File: src/rtl/lkmem_arbiter_pkg.sv
// Shared identifiers for the item/link memory arbiter: requester IDs,
// FSM encodings and small helpers for 2-bit requester indices.
package lkmem_arbiter_pkg;

  localparam int NREQ = 3;

  // Requester IDs
  localparam logic [1:0] RQ_WALK = 2'd0;  // list-sum walker (reads)
  localparam logic [1:0] RQ_VEND = 2'd1;  // vend unit (read-modify-write)
  localparam logic [1:0] RQ_RSTK = 2'd2;  // restock loader (writes)

  // Arbiter FSM encodings
  localparam logic [0:0] ST_IDLE = 1'b0;
  localparam logic [0:0] ST_OWN  = 1'b1;

  // Index value 3 does not name a requester; treat it as requester 0.
  function automatic logic [1:0] legal_id(input logic [1:0] id);
    return (id == 2'd3) ? RQ_WALK : id;
  endfunction

  // Cyclic successor 0 -> 1 -> 2 -> 0.
  function automatic logic [1:0] next_id(input logic [1:0] id);
    logic [1:0] l;
    l = legal_id(id);
    return (l == RQ_RSTK) ? RQ_WALK : (l + 2'd1);
  endfunction

  // One-hot vector for a requester index.
  function automatic logic [NREQ-1:0] id_onehot(input logic [1:0] id);
    logic [NREQ-1:0] v;
    v = '0;
    v[legal_id(id)] = 1'b1;
    return v;
  endfunction

endpackage

File: src/rtl/lkmem_arbiter_rr_pick.sv
// Combinational round-robin picker: first requester set in (req & ~excl),
// searching cyclically from ptr.
module rr_pick
  import lkmem_arbiter_pkg::*;
(
  input  logic [2:0] req,
  input  logic [1:0] ptr,
  input  logic [2:0] excl,
  output logic [2:0] onehot,
  output logic       any,
  output logic [1:0] idx
);

  logic [2:0] cand;

  assign cand = req & ~excl;
  assign any  = |cand;

  // Priority search starting at the pointer position.
  always_comb begin
    idx = RQ_WALK;
    case (legal_id(ptr))
      RQ_VEND: begin
        if (cand[1])      idx = RQ_VEND;
        else if (cand[2]) idx = RQ_RSTK;
        else if (cand[0]) idx = RQ_WALK;
      end
      RQ_RSTK: begin
        if (cand[2])      idx = RQ_RSTK;
        else if (cand[0]) idx = RQ_WALK;
        else if (cand[1]) idx = RQ_VEND;
      end
      default: begin
        if (cand[0])      idx = RQ_WALK;
        else if (cand[1]) idx = RQ_VEND;
        else if (cand[2]) idx = RQ_RSTK;
      end
    endcase
  end

  assign onehot = any ? id_onehot(idx) : 3'b000;

endmodule

File: src/rtl/lkmem_arbiter.sv
// Item/link memory port arbiter for walker, vend unit and restock loader.
// Handshake: a cycle with gnt[i]=1 and req[i]=1 is exactly one completed
// access; the requester moves on (new addr or req low) at the next edge.
// Reads return rdata with rvalid[i] one cycle after the access. A granted
// owner holding req & lock keeps the grant for up to MAX_LOCK cycles, which
// makes a read followed by a write at the same address atomic.
module lkmem_arbiter
  import lkmem_arbiter_pkg::*;
#(
  parameter int AW       = 8,
  parameter int DW       = 16,
  parameter int MAX_LOCK = 4
) (
  input  logic              clock,
  input  logic              reset,
  input  logic [2:0]        req,
  input  logic [2:0]        lock,
  input  logic [2:0]        we,
  input  logic [3*AW-1:0]   addr,
  input  logic [3*DW-1:0]   wdata,
  output logic [2:0]        gnt,
  output logic [2:0]        rvalid,
  output logic [DW-1:0]     rdata,
  output logic [AW-1:0]     mem_addr,
  output logic              mem_we,
  output logic [DW-1:0]     mem_wdata,
  input  logic [DW-1:0]     mem_rdata
);

  localparam int CW = $clog2(MAX_LOCK + 1);
  localparam logic [CW-1:0] CNT_MAX = CW'(MAX_LOCK);
  localparam logic [CW-1:0] CNT_ONE = CW'(1);

  logic [0:0]    state;
  logic [1:0]    owner;
  logic [1:0]    ptr;
  logic [CW-1:0] lcnt;

  logic [1:0] own;
  logic       owning;
  logic       access;
  logic       hold;
  logic       capped;
  logic [1:0] pick_ptr;
  logic [2:0] pick_excl;
  logic [2:0] pick_onehot;
  logic       pick_any;
  logic [1:0] pick_idx;

  assign own    = legal_id(owner);
  assign owning = (state == ST_OWN);
  assign access = gnt[own] & req[own];
  assign capped = (lcnt >= CNT_MAX);
  assign hold   = owning & req[own] & lock[own] & ~capped;

  // On a release the search restarts after the old owner; an owner that hit
  // the lock limit sits out this one pick so others cannot be starved.
  assign pick_ptr  = owning ? next_id(own) : ptr;
  assign pick_excl = (owning && capped) ? id_onehot(own) : 3'b000;

  rr_pick u_pick (
    .req    (req),
    .ptr    (pick_ptr),
    .excl   (pick_excl),
    .onehot (pick_onehot),
    .any    (pick_any),
    .idx    (pick_idx)
  );

  // Memory port follows the current owner; quiet when nothing is granted.
  always_comb begin
    mem_addr  = '0;
    mem_wdata = '0;
    if (|gnt) begin
      mem_addr  = addr[int'(own)*AW +: AW];
      mem_wdata = wdata[int'(own)*DW +: DW];
    end
  end

  assign mem_we = access & we[own];
  assign rdata  = mem_rdata;

  // Grant FSM, round-robin pointer, lock counter and read-valid pipeline.
  always_ff @(posedge clock) begin
    if (reset) begin
      state  <= ST_IDLE;
      owner  <= RQ_WALK;
      ptr    <= 2'd0;
      lcnt   <= '0;
      gnt    <= 3'b000;
      rvalid <= 3'b000;
    end else begin
      rvalid <= (access && !we[own]) ? id_onehot(own) : 3'b000;
      if (hold) begin
        lcnt <= lcnt + CNT_ONE;
      end else begin
        if (owning) ptr <= next_id(own);
        if (pick_any) begin
          state <= ST_OWN;
          owner <= pick_idx;
          gnt   <= pick_onehot;
          lcnt  <= CNT_ONE;
        end else begin
          state <= ST_IDLE;
          gnt   <= 3'b000;
          lcnt  <= '0;
        end
      end
    end
  end

endmodule

File: config.mk
export PLATFORM = sky130hd
export DESIGN_NAME = lkmem_arbiter
export DESIGN_NICKNAME = d
export VERILOG_FILES = /design/src/rtl/lkmem_arbiter_pkg.sv /design/src/rtl/lkmem_arbiter_rr_pick.sv /design/src/rtl/lkmem_arbiter.sv
export SDC_FILE = /design/constraint.sdc
export NUM_CORES = 1
export LEC_CHECK = 0
export ABC_CLOCK_PERIOD_IN_PS = 2900
export CAP_MARGIN = 10
export CORE_MARGIN = 2
export CORE_UTILIZATION = 31
export DETAILED_ROUTE_END_ITERATION = 10
export PLACE_DENSITY = 0.8
export SLEW_MARGIN = 30
export SYNTH_ARGS = -nofsm -noshare
export SYNTH_HDL_FRONTEND = slang
export SYNTH_SLANG_ARGS = --single-unit
export TNS_END_PERCENT = 30
File: constraint.sdc
create_clock -name clock -period 2.9 [get_ports clock]
set_input_delay 0.435 -clock clock [delete_from_list [all_inputs] [get_ports clock]]
set_output_delay 0.435 -clock clock [all_outputs]
set_load 0.05 [all_outputs]
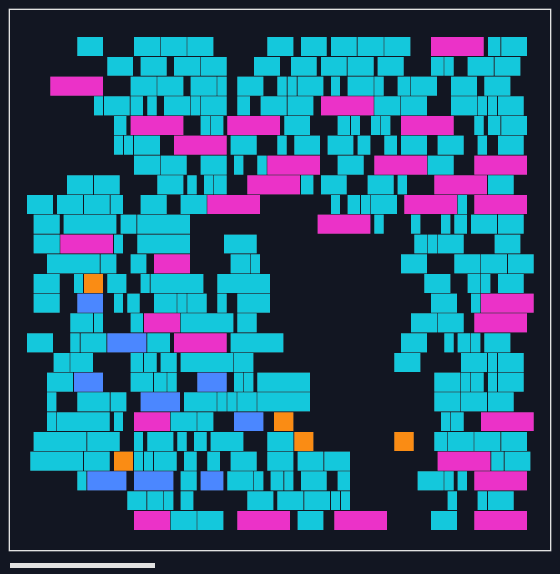
**Above:** cells by drive strength.
Bar = 20 um.
Key: cyan = x1 and smaller [cells 265, most used clkdlybuf4s50_1]; orange = x3 and x4 [cells 5, most used buf_4]; blue = x2 [cells 9, most used mux2_2]; magenta = x6 and larger [cells 30, most used buf_12]
area added between synthesis and finish: 91.6%
PnR worst setup slack: 0.325 ns

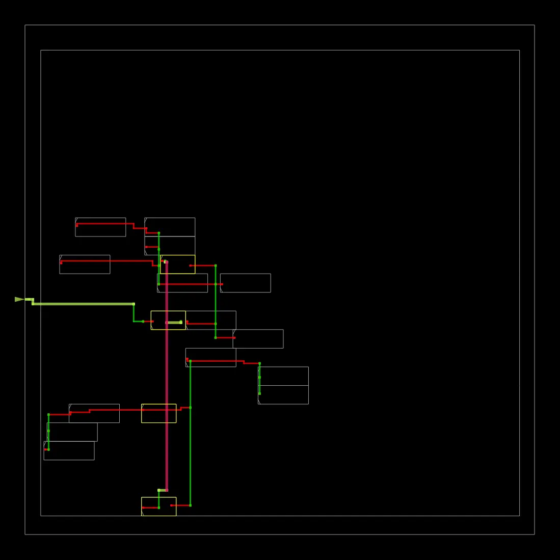
**Above:** clock wiring as the flow saved it.
insertion delay at the late pin of the worst-skew pair: 0.25 ns
clock tree skew after final layout: 0.00158 ns

==> run summary <==
Observations from the implementation run.

Worst setup path:
- Among all stages on the critical path, the largest delay is contributed by sky130_fd_sc_hd__buf_4.
- The worst setup path is captured at an output pin.
- The run puts the critical path data arrival time at 2.14 ns.

Final timing:
- For this run, the top clock speed supported by timing is approximately 390 MHz.
- The run puts the worst-case headroom to the max-slew limit at 65.5%.

Min path:
- The run gives the endpoint with the worst hold slack as ptr[1].
- Note that the worst hold path type here is reg -> reg.
- The run puts the number of instances on the worst hold path at 2.
- The startpoint identified for the worst hold timing path is ptr[1].

Status:
- The run finished with clean final reports.

Floorplanning:
- The run gives the horizontal die dimension as around 74 um.
- The run gives the row count as 25.
- The run gives the die area as 0.00554 mm^2.

Clock tree:
- The tree is rooted in a sky130_fd_sc_hd__clkbuf_8.
- The run puts the TritonCTS sink count at 14.
- Per the CTS log, the maximum H-tree level is 1.
- The CTS report gives the tree buffer count as 3.

Layout:
- The run gives the number of filler instances in the final layout as 427.
- Ranking logic cells in the layout by count gives the top entries sky130_fd_sc_hd__clkdlybuf4s50_1 (88), sky130_fd_sc_hd__nor2_1 (56), sky130_fd_sc_hd__mux2i_1 (29).
- The finished cells cover 0.00294 mm^2.
- The post-route netlist has 14.2% of its cells at a drive strength greater than 1.

Yosys:
- The run puts the cell count in the Yosys report at 215.
- The top cell type by area accounts for a little under a fifth of the synthesized area.
- The cell area that synthesis handed to floorplanning was between 0.0015 and 0.002 mm^2.

GRT:
- The run puts the via count of the first global-routing pass at 1,799.
- Recorded from the global router log, the overflow total was 0.

Routing:
- The run gives the sum of met3 wire segment lengths after detailed routing as 454 um.
- The run gives the routed wire length per instance as 14.8 um.
- The run gives the antenna violation net count after detailed routing as 0.
- The run gives the routed length on met2 as between 2000 and 3000 um.

Pwr:
- Across the VDD grid, the largest voltage drop is approximately 0.00044 V.
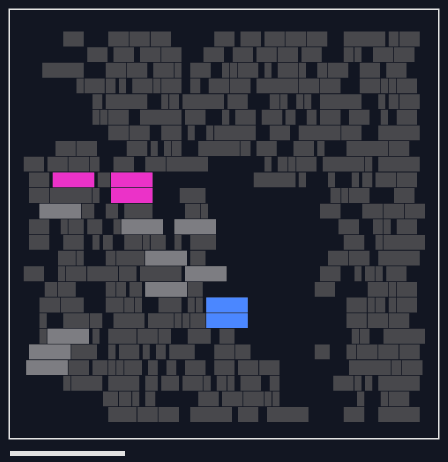
**Above:** sequential cells coloured by netlist name.
Bar = 20 um.
Key: blue = `ptr` [placed flops 2]; magenta = `rvalid` [placed flops 3]
Another 9 sequential cells are not coloured.
Seq/total area: 9.52%
Finished Core Util: 61.9%
footprint of the flip-flops and latches: 280 um^2

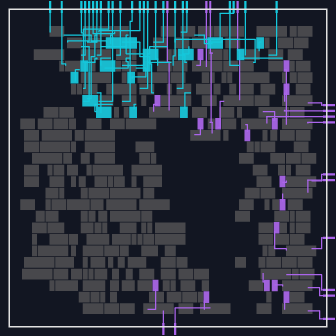
**Above:** wires at chosen ports, followed through buffers.
Key: purple = `mem_wdata` [bits 16, direction output, end cells 16, buffers 16, wire 241 um]; cyan = `addr` [bits 24, direction input, end cells 16, buffers 24, wire 522 um]
Top Ports: 146
Port Buffers: 113

## per-stage QoR
stage,hold slack [ns],std cells,power [mW]
global route,0.528,376,1.63
global placement,0.489,372,1.36
CTS,0.507,376,1.58
detailed placement,0.499,372,1.38
finish,0.503,376,1.57
floorplan,0.476,215,0.872
## cell families after synthesis
kind of cell	Yosys count	synth area share (%)
AOI/OAI and AO/OA	42	17.9
xor gates and xnor gates	1	0.570
adders and majority gates	7	5.70
buffers and inverters	40	14.4
DFF	14	18.2
muxes	32	21.1
and+or+nand+nor	79	22.1
## cell type report
| class | count | share of cell area [%] |
|---|---|---|
| Tap cell | 67 | 2.85 |
| Multi-Input combinational cell | 161 | 35.5 |
| Clock buffer | 4 | 1.87 |
| Inverter | 11 | 1.40 |
| Timing Repair Buffer | 119 | 48.9 |
| Sequential cell | 14 | 9.52 |
## registers in the layout, summed over array words and instances (netlist names)
signal and flops:
gnt 3, lcnt 3, rvalid 3, owning 1, owner 2, ptr 2
## worst max-delay path by stage
stage,start,to,slack [ns],depth (start not counted)
2_1_floorplan,owner[0],mem_wdata[10],0.52,8
3_3_place_gp,req[0],mem_we,0.58,6
3_5_place_dp,req[0],mem_we,0.54,6
4_1_cts,owner[0],mem_we,0.33,8
5_1_grt,owner[0],mem_we,0.17,8
6_report,owner[0],mem_we,0.33,8
## synthesized netlist by cell type, types with 2 or more instances
library cell                n
sky130_fd_sc_hd__dfxtp_1   14
sky130_fd_sc_hd__ha_1       7
sky130_fd_sc_hd__nand2b_1   2
sky130_fd_sc_hd__nand2_1    4
sky130_fd_sc_hd__nor3_1     2
sky130_fd_sc_hd__mux2_2     3
sky130_fd_sc_hd__clkbuf_1   7
sky130_fd_sc_hd__a21oi_1   27
sky130_fd_sc_hd__nor2_1    56
sky130_fd_sc_hd__nor2b_1    2
sky130_fd_sc_hd__nor3b_1    3
sky130_fd_sc_hd__and2_1     5
sky130_fd_sc_hd__a211oi_1   2
sky130_fd_sc_hd__nand3_1    5
sky130_fd_sc_hd__o32ai_1    3
sky130_fd_sc_hd__inv_1     11
sky130_fd_sc_hd__buf_2      3
sky130_fd_sc_hd__buf_4     18
sky130_fd_sc_hd__mux2i_1   29
## tightest hold or removal path: cells and delay by family, from the launching register on
family           cells  cell delay [ns]
AND-OR/OR-AND        1             0.05
AND/OR/NAND/NOR      1             0.10
flip-flops           1             0.31
## metal layers
| layer | track usage [%] | vias up |
|---|---|---|
| met5 | 0 | - |
| met4 | 7.94 | 0 |
| met3 | 4.61 | 26 |
| met2 | 33.6 | 89 |
| met1 | 19.0 | 838 |
| li1 | - | 899 |
## where the power goes
| part | switching, mW | internal [mW] | total, mW | leakage [nW] |
|---|---|---|---|---|
| Sequential | 0.0153 | 0.209 | 0.225 | 0.115 |
| Combinational | 0.614 | 0.534 | 1.15 | 0.988 |
| Clock | 0.0749 | 0.121 | 0.195 | 0.0288 |
| Total | 0.704 | 0.864 | 1.57 | 1.13 |
Power is estimated from default activity; no workload was simulated.
